## src/rtl/connect4_pkg.sv

```systemverilog
// Shared Connect-4 constants: win direction codes,
// player codes and default board geometry.
package connect4_pkg;

  localparam logic [3:0] DIR_NONE   = 4'd0;
  localparam logic [3:0] DIR_DOWN   = 4'd1;
  localparam logic [3:0] DIR_ROW_1  = 4'd2;
  localparam logic [3:0] DIR_ROW_4  = 4'd5;
  localparam logic [3:0] DIR_RU_1   = 4'd6;
  localparam logic [3:0] DIR_RU_4   = 4'd9;
  localparam logic [3:0] DIR_LD_1   = 4'd10;
  localparam logic [3:0] DIR_LD_4   = 4'd13;
  localparam logic [3:0] NUM_DIRS   = 4'd13;

  localparam logic [1:0] PLAYER_NONE = 2'b00;
  localparam logic [1:0] PLAYER_P1   = 2'b01;
  localparam logic [1:0] PLAYER_P2   = 2'b10;

  localparam int DEF_ROWS    = 6;
  localparam int DEF_COLS    = 7;
  localparam int DEF_TIMEOUT = 64;

endpackage

```

## src/rtl/direction_bounds.sv

```systemverilog
// Combinational legality test: do all four cells
// of a win direction stay on the board?
module direction_bounds
  import connect4_pkg::*;
#(
  parameter int ROWS = DEF_ROWS,
  parameter int COLS = DEF_COLS
) (
  input  logic [3:0] dir_i,
  input  logic [2:0] row_i,
  input  logic [2:0] col_i,
  output logic       in_bounds_o
);

  localparam logic signed [5:0] ROWS_S = 6'(ROWS);
  localparam logic signed [5:0] COLS_S = 6'(COLS);

  logic signed [5:0] r, c, k;
  logic signed [5:0] rlo, rhi, clo, chi;
  logic        [3:0] off;
  logic              valid;

  // Signed 6-bit span math so edge cells never wrap.
  always_comb begin
    r     = $signed({3'b000, row_i});
    c     = $signed({3'b000, col_i});
    off   = 4'd0;
    k     = 6'sd0;
    rlo   = r;
    rhi   = r;
    clo   = c;
    chi   = c;
    valid = 1'b1;
    unique case (1'b1)
      (dir_i == DIR_DOWN): begin
        rlo = r - 6'sd3;
      end
      (dir_i >= DIR_ROW_1 && dir_i <= DIR_ROW_4): begin
        off = dir_i - DIR_ROW_1;
        k   = $signed({2'b00, off}) + 6'sd1;
        clo = c - 6'sd4 + k;
        chi = c + k - 6'sd1;
      end
      (dir_i >= DIR_RU_1 && dir_i <= DIR_RU_4): begin
        off = dir_i - DIR_RU_1;
        k   = $signed({2'b00, off}) + 6'sd1;
        rlo = r - 6'sd4 + k;
        rhi = r + k - 6'sd1;
        clo = c - 6'sd4 + k;
        chi = c + k - 6'sd1;
      end
      (dir_i >= DIR_LD_1 && dir_i <= DIR_LD_4): begin
        off = dir_i - DIR_LD_1;
        k   = $signed({2'b00, off}) + 6'sd1;
        rlo = r - 6'sd4 + k;
        rhi = r + k - 6'sd1;
        clo = c - k + 6'sd1;
        chi = c + 6'sd4 - k;
      end
      default: valid = 1'b0;
    endcase
    in_bounds_o = valid
                & (rlo >= 6'sd0) & (rhi < ROWS_S)
                & (clo >= 6'sd0) & (chi < COLS_S);
  end

endmodule

```

## src/rtl/win_check_sequencer.sv

```systemverilog
// Walks the 13 win directions after a piece drop,
// runs the direction checker on each legal one.
module win_check_sequencer
  import connect4_pkg::*;
#(
  parameter int ROWS    = DEF_ROWS,
  parameter int COLS    = DEF_COLS,
  parameter int TIMEOUT = DEF_TIMEOUT
) (
  input  logic       clk,
  input  logic       rst_n,
  input  logic       check_req,
  input  logic [2:0] check_row,
  input  logic [2:0] check_col,
  output logic       busy,
  output logic       dc_start,
  output logic [2:0] dc_row,
  output logic [2:0] dc_col,
  output logic [3:0] dc_direction,
  input  logic       dc_finished,
  input  logic [1:0] dc_winner,
  output logic       done,
  output logic       win_found,
  output logic [1:0] win_player,
  output logic       timeout_err
);

  localparam int TW = $clog2(TIMEOUT);
  localparam logic [TW-1:0] TMAX = TW'(TIMEOUT - 1);

  localparam logic [2:0] S_IDLE  = 3'd0;
  localparam logic [2:0] S_EVAL  = 3'd1;
  localparam logic [2:0] S_START = 3'd2;
  localparam logic [2:0] S_WAIT  = 3'd3;
  localparam logic [2:0] S_FIN   = 3'd4;

  logic [2:0]    state_q, state_d;
  logic [3:0]    dir_q, dir_d;
  logic [TW-1:0] timer_q, timer_d;
  logic [2:0]    row_q, row_d;
  logic [2:0]    col_q, col_d;
  logic          win_q, win_d;
  logic [1:0]    ply_q, ply_d;
  logic          tmo_q, tmo_d;
  logic          in_bnd;

  direction_bounds #(
    .ROWS(ROWS),
    .COLS(COLS)
  ) u_bounds (
    .dir_i      (dir_q),
    .row_i      (row_q),
    .col_i      (col_q),
    .in_bounds_o(in_bnd)
  );

  assign busy         = (state_q != S_IDLE);
  assign dc_start     = (state_q == S_START);
  assign done         = (state_q == S_FIN);
  assign dc_row       = row_q;
  assign dc_col       = col_q;
  assign dc_direction = dir_q;
  assign win_found    = win_q;
  assign win_player   = ply_q;
  assign timeout_err  = tmo_q;

  // Sequencing FSM: next state, direction and results.
  always_comb begin
    state_d = state_q;
    dir_d   = dir_q;
    timer_d = timer_q;
    row_d   = row_q;
    col_d   = col_q;
    win_d   = win_q;
    ply_d   = ply_q;
    tmo_d   = tmo_q;
    case (state_q)
      S_IDLE: begin
        if (check_req) begin
          row_d   = check_row;
          col_d   = check_col;
          dir_d   = DIR_DOWN;
          win_d   = 1'b0;
          ply_d   = PLAYER_NONE;
          tmo_d   = 1'b0;
          state_d = S_EVAL;
        end
      end
      S_EVAL: begin
        if (in_bnd) begin
          state_d = S_START;
        end else if (dir_q == NUM_DIRS) begin
          state_d = S_FIN;
        end else begin
          dir_d = dir_q + 4'd1;
        end
      end
      S_START: begin
        timer_d = '0;
        state_d = S_WAIT;
      end
      S_WAIT: begin
        timer_d = timer_q + 1'b1;
        if (dc_finished) begin
          if (dc_winner != PLAYER_NONE) begin
            win_d   = 1'b1;
            ply_d   = dc_winner;
            state_d = S_FIN;
          end else if (dir_q == NUM_DIRS) begin
            state_d = S_FIN;
          end else begin
            dir_d   = dir_q + 4'd1;
            state_d = S_EVAL;
          end
        end else if (timer_q == TMAX) begin
          tmo_d   = 1'b1;
          state_d = S_FIN;
        end
      end
      S_FIN: state_d = S_IDLE;
      default: state_d = S_IDLE;
    endcase
  end

  // State and result registers; reset aborts any run.
  always_ff @(posedge clk or negedge rst_n) begin
    if (!rst_n) begin
      state_q <= S_IDLE;
      dir_q   <= DIR_NONE;
      timer_q <= '0;
      row_q   <= 3'd0;
      col_q   <= 3'd0;
      win_q   <= 1'b0;
      ply_q   <= PLAYER_NONE;
      tmo_q   <= 1'b0;
    end else begin
      state_q <= state_d;
      dir_q   <= dir_d;
      timer_q <= timer_d;
      row_q   <= row_d;
      col_q   <= col_d;
      win_q   <= win_d;
      ply_q   <= ply_d;
      tmo_q   <= tmo_d;
    end
  end

endmodule
```

## config.mk

```make
export PLATFORM = sky130hd
export DESIGN_NAME = win_check_sequencer
export DESIGN_NICKNAME = d
export VERILOG_FILES = /design/src/rtl/connect4_pkg.sv /design/src/rtl/direction_bounds.sv /design/src/rtl/win_check_sequencer.sv
export SDC_FILE = /design/constraint.sdc
export NUM_CORES = 1
export LEC_CHECK = 0
export ABC_CLOCK_PERIOD_IN_PS = 7200
export CORE_UTILIZATION = 50
export DETAILED_ROUTE_END_ITERATION = 6
export GPL_ROUTABILITY_DRIVEN = 0
export PLACE_DENSITY = 0.81
export SLEW_MARGIN = 20
export SYNTH_ARGS = -nofsm -noshare
export SYNTH_HDL_FRONTEND = slang
export SYNTH_HIERARCHICAL = 1
export SYNTH_SLANG_ARGS = --single-unit
```

## constraint.sdc

```tcl
create_clock -name clk -period 7.2 [get_ports clk]
set_input_delay 1.44 -clock clk [delete_from_list [all_inputs] [get_ports clk]]
set_output_delay 1.44 -clock clk [all_outputs]
set_load 0.005 [all_outputs]
```

==> out/metrics.cfg <==
[outcome]
status=complete, no violations

[route]
routedWlPerCell_um=15.6
viasPerCell=5.68
antenna_left=0
finalWirelength_mm=6.70
via_count=2442
first_iter_violations=143
drc=0

[synth]
yosys-top-cells-count=ha_1 (53), inv_1 (42), nand2_1 (25), dfrtp_1 (23), a21oi_1 (21)
ff_type=dfrtp_1
ys_sh_adder_pct=26.4
synthArstFlopShare_pct=100
edf_count=0
synthXorXnorAreaFrac_pct=7.06
yosys.area_share.simple_pct=15.8
postSynthCellCount=335
ys_cells=335
topCellsByArea=ha_1 (22%), dfrtp_1 (19%), inv_1 (5.3%)
yosysTopAreaCell=ha_1

[setup_path]
crit_fanout=13
crit_slowest_cell=dfrtp_1
critical_path_required_ps=7370
slowest_delay_ps=610
path_cells=inv_1 > ha_1 > xnor2_1 > ha_1 > fa_1 > nor2b_1 > o21ai_0 > a21oi_1 > o22a_2 > a21oi_1 > and4_1 > o311a_1 > a21oi_1 > a31o_2 > o211ai_2 > a221o_1
cp_common_cell=a21oi_1
setup.worst_path.end_class=flop
cp.arrival_ps=5080
start_kind=flop

[layout]
drive_above_1_share_pct=8.94
nets=430
diodes=0

[clocking]
cts_setup_buffers=0
cts_root_buf=clkbuf_8
cts_tree=done
cts.sinks=23
cts_resized=0

[die]
num_io_pins=29

[timing]
tightest_slew_ps=1040
min_period_ps=4910
relSlewSlack_pct=30.8

[global_route]
use_met2_pct=40.0
antenna_found_initial=0
grt_util_met3_pct=2.53
gr-total-overflow=0
track_usage_pct=22.6
grt_max_degree=24

[min_path]
hp-class=flop to flop

[place]
place_inst=426
hpwl_mm=5.20

[flow_run]
stage_log_warnings=46

[metal layers]
layer,wire (um),up-vias
li1,-,1214
met1,3080,1149
met2,3260,70
met3,276,9
met4,77,0
met5,0,-
[metrics by stage]
step                hold WS (ps)  setup slack (ps)  cell area [um2]
finish                       509              2290             3310
global route                 522              1870             3310
CTS                          509              2310             3320
detailed placement           473              2350             3270
global placement             470              2510             3270
floorplan                    473              2980             2960
[layout make-up]
| cell class | instances | area [um2] |
|---|---|---|
| tap | 72 | 90.1 |
| timing repair buffer | 28 | 275 |
| clock buffer | 3 | 41.3 |
| fill | 516 | 2300 |
| sequential | 23 | 576 |
| clock inverter | 1 | 7.51 |
| multi-input combinational | 259 | 2150 |
| inverter | 44 | 170 |
[sequential cells by signal (all words and copies together) (netlist names)]
register,flops
state_q,3
dc_col,3
timer_q,6
win_player,2
timeout_err,1
dc_direction,4
win_found,1
dc_row,3
[path summary, 6_finish.rpt]
path                                          endpoint                        start  cells past startpoint  slack [ps]
setup reg to reg           dc_direction[3]$_DFFE_PN0P_  dc_direction[2]$_DFFE_PN0P_                     16        2290
max in group asynchronous        dc_col[1]$_DFFE_PN0P_                        rst_n                      1        5720
setup / recovery           dc_direction[3]$_DFFE_PN0P_  dc_direction[2]$_DFFE_PN0P_                     16        2290
hold reg to reg                timeout_err$_DFFE_PN0P_      timeout_err$_DFFE_PN0P_                      2         510
min in group asynchronous       timer_q[3]$_DFFE_PN0P_                        rst_n                      1        1130
hold / removal                 timeout_err$_DFFE_PN0P_      timeout_err$_DFFE_PN0P_                      2         510
[worst register-to-register path, delay by kind of cell, from the launching register on]
kind / cells / cell delay [ps]
and+or+nand+nor: 2 / 410
adders and majority gates: 3 / 1240
buffers and inverters: 1 / 210
DFF: 1 / 610
AOI/OAI and AO/OA: 9 / 1750
xor gates and xnor gates: 1 / 570
Placement by cell class:
Fill, decap, tap and diode cells in grey.
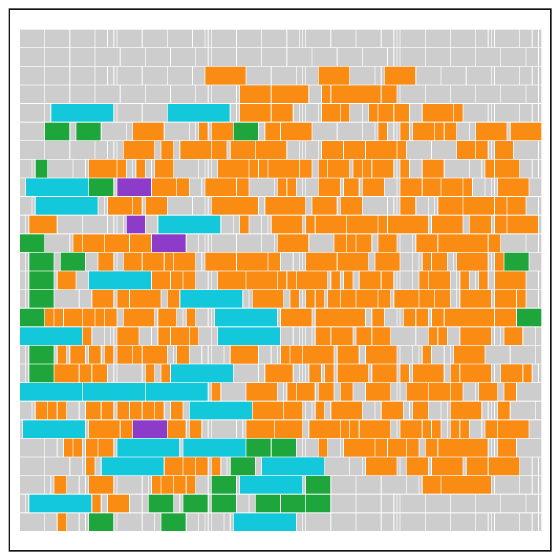
class	colour	cells	share of their area
clock drivers and dummy loads	purple	4	1.5%
remaining buffers and delay cells	green	28	8.5%
remaining logic cells	orange	303	72%
sequential cells	cyan	23	18%
Placeable Area: 5610 um2
row count: 27
post-route cell area: 3310 um2
final core occ: 59.0%

Routed metal, one colour a layer:
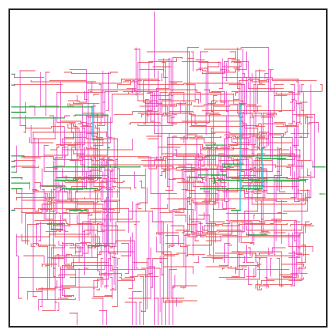
layer	colour	wire length
M4	cyan	77.5 um
M1	red	3080 um
M2	magenta	3260 um
M3	green	277 um

I/O pins on the die edge:
Pins as bars across the die edge, other pins in grey.
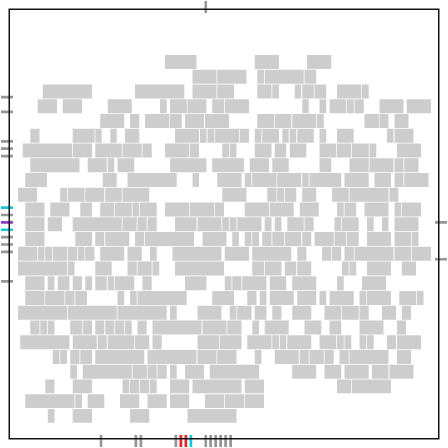
port	colour	pins	direction	edge
`win_player`	red	2	output	south
`done`	purple	1	output	west
`check_col`	cyan	3	input	2 west, 1 south
die y size: 79.0 um
DIE WIDTH: 79.0 um
input/output buffers: 28

Routed clock nets over the placement:
The bar under the picture is 20 um long.
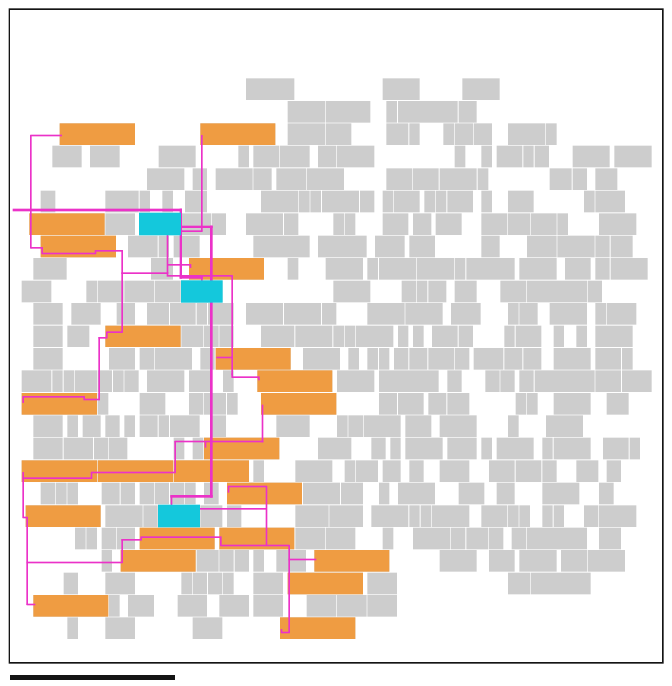
[clock-net drivers] cyan | count: 3
[flip-flops] orange | count: 23
[clock wires] magenta | length: 329 um
routed clock nets	4
Clk Latency, worst-skew pair: 280 ps
Worst Skew: 4.52 ps

Cell placement:
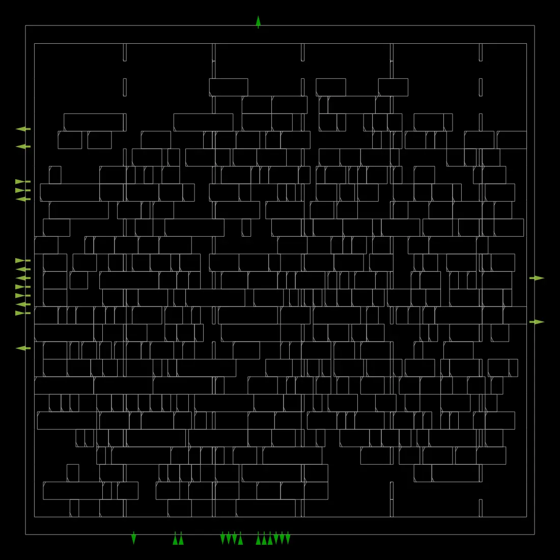
registers: 23
n_taps: 72
fillers: 516
Finished Layout Cells: 430
flop share of the area: 17.4%

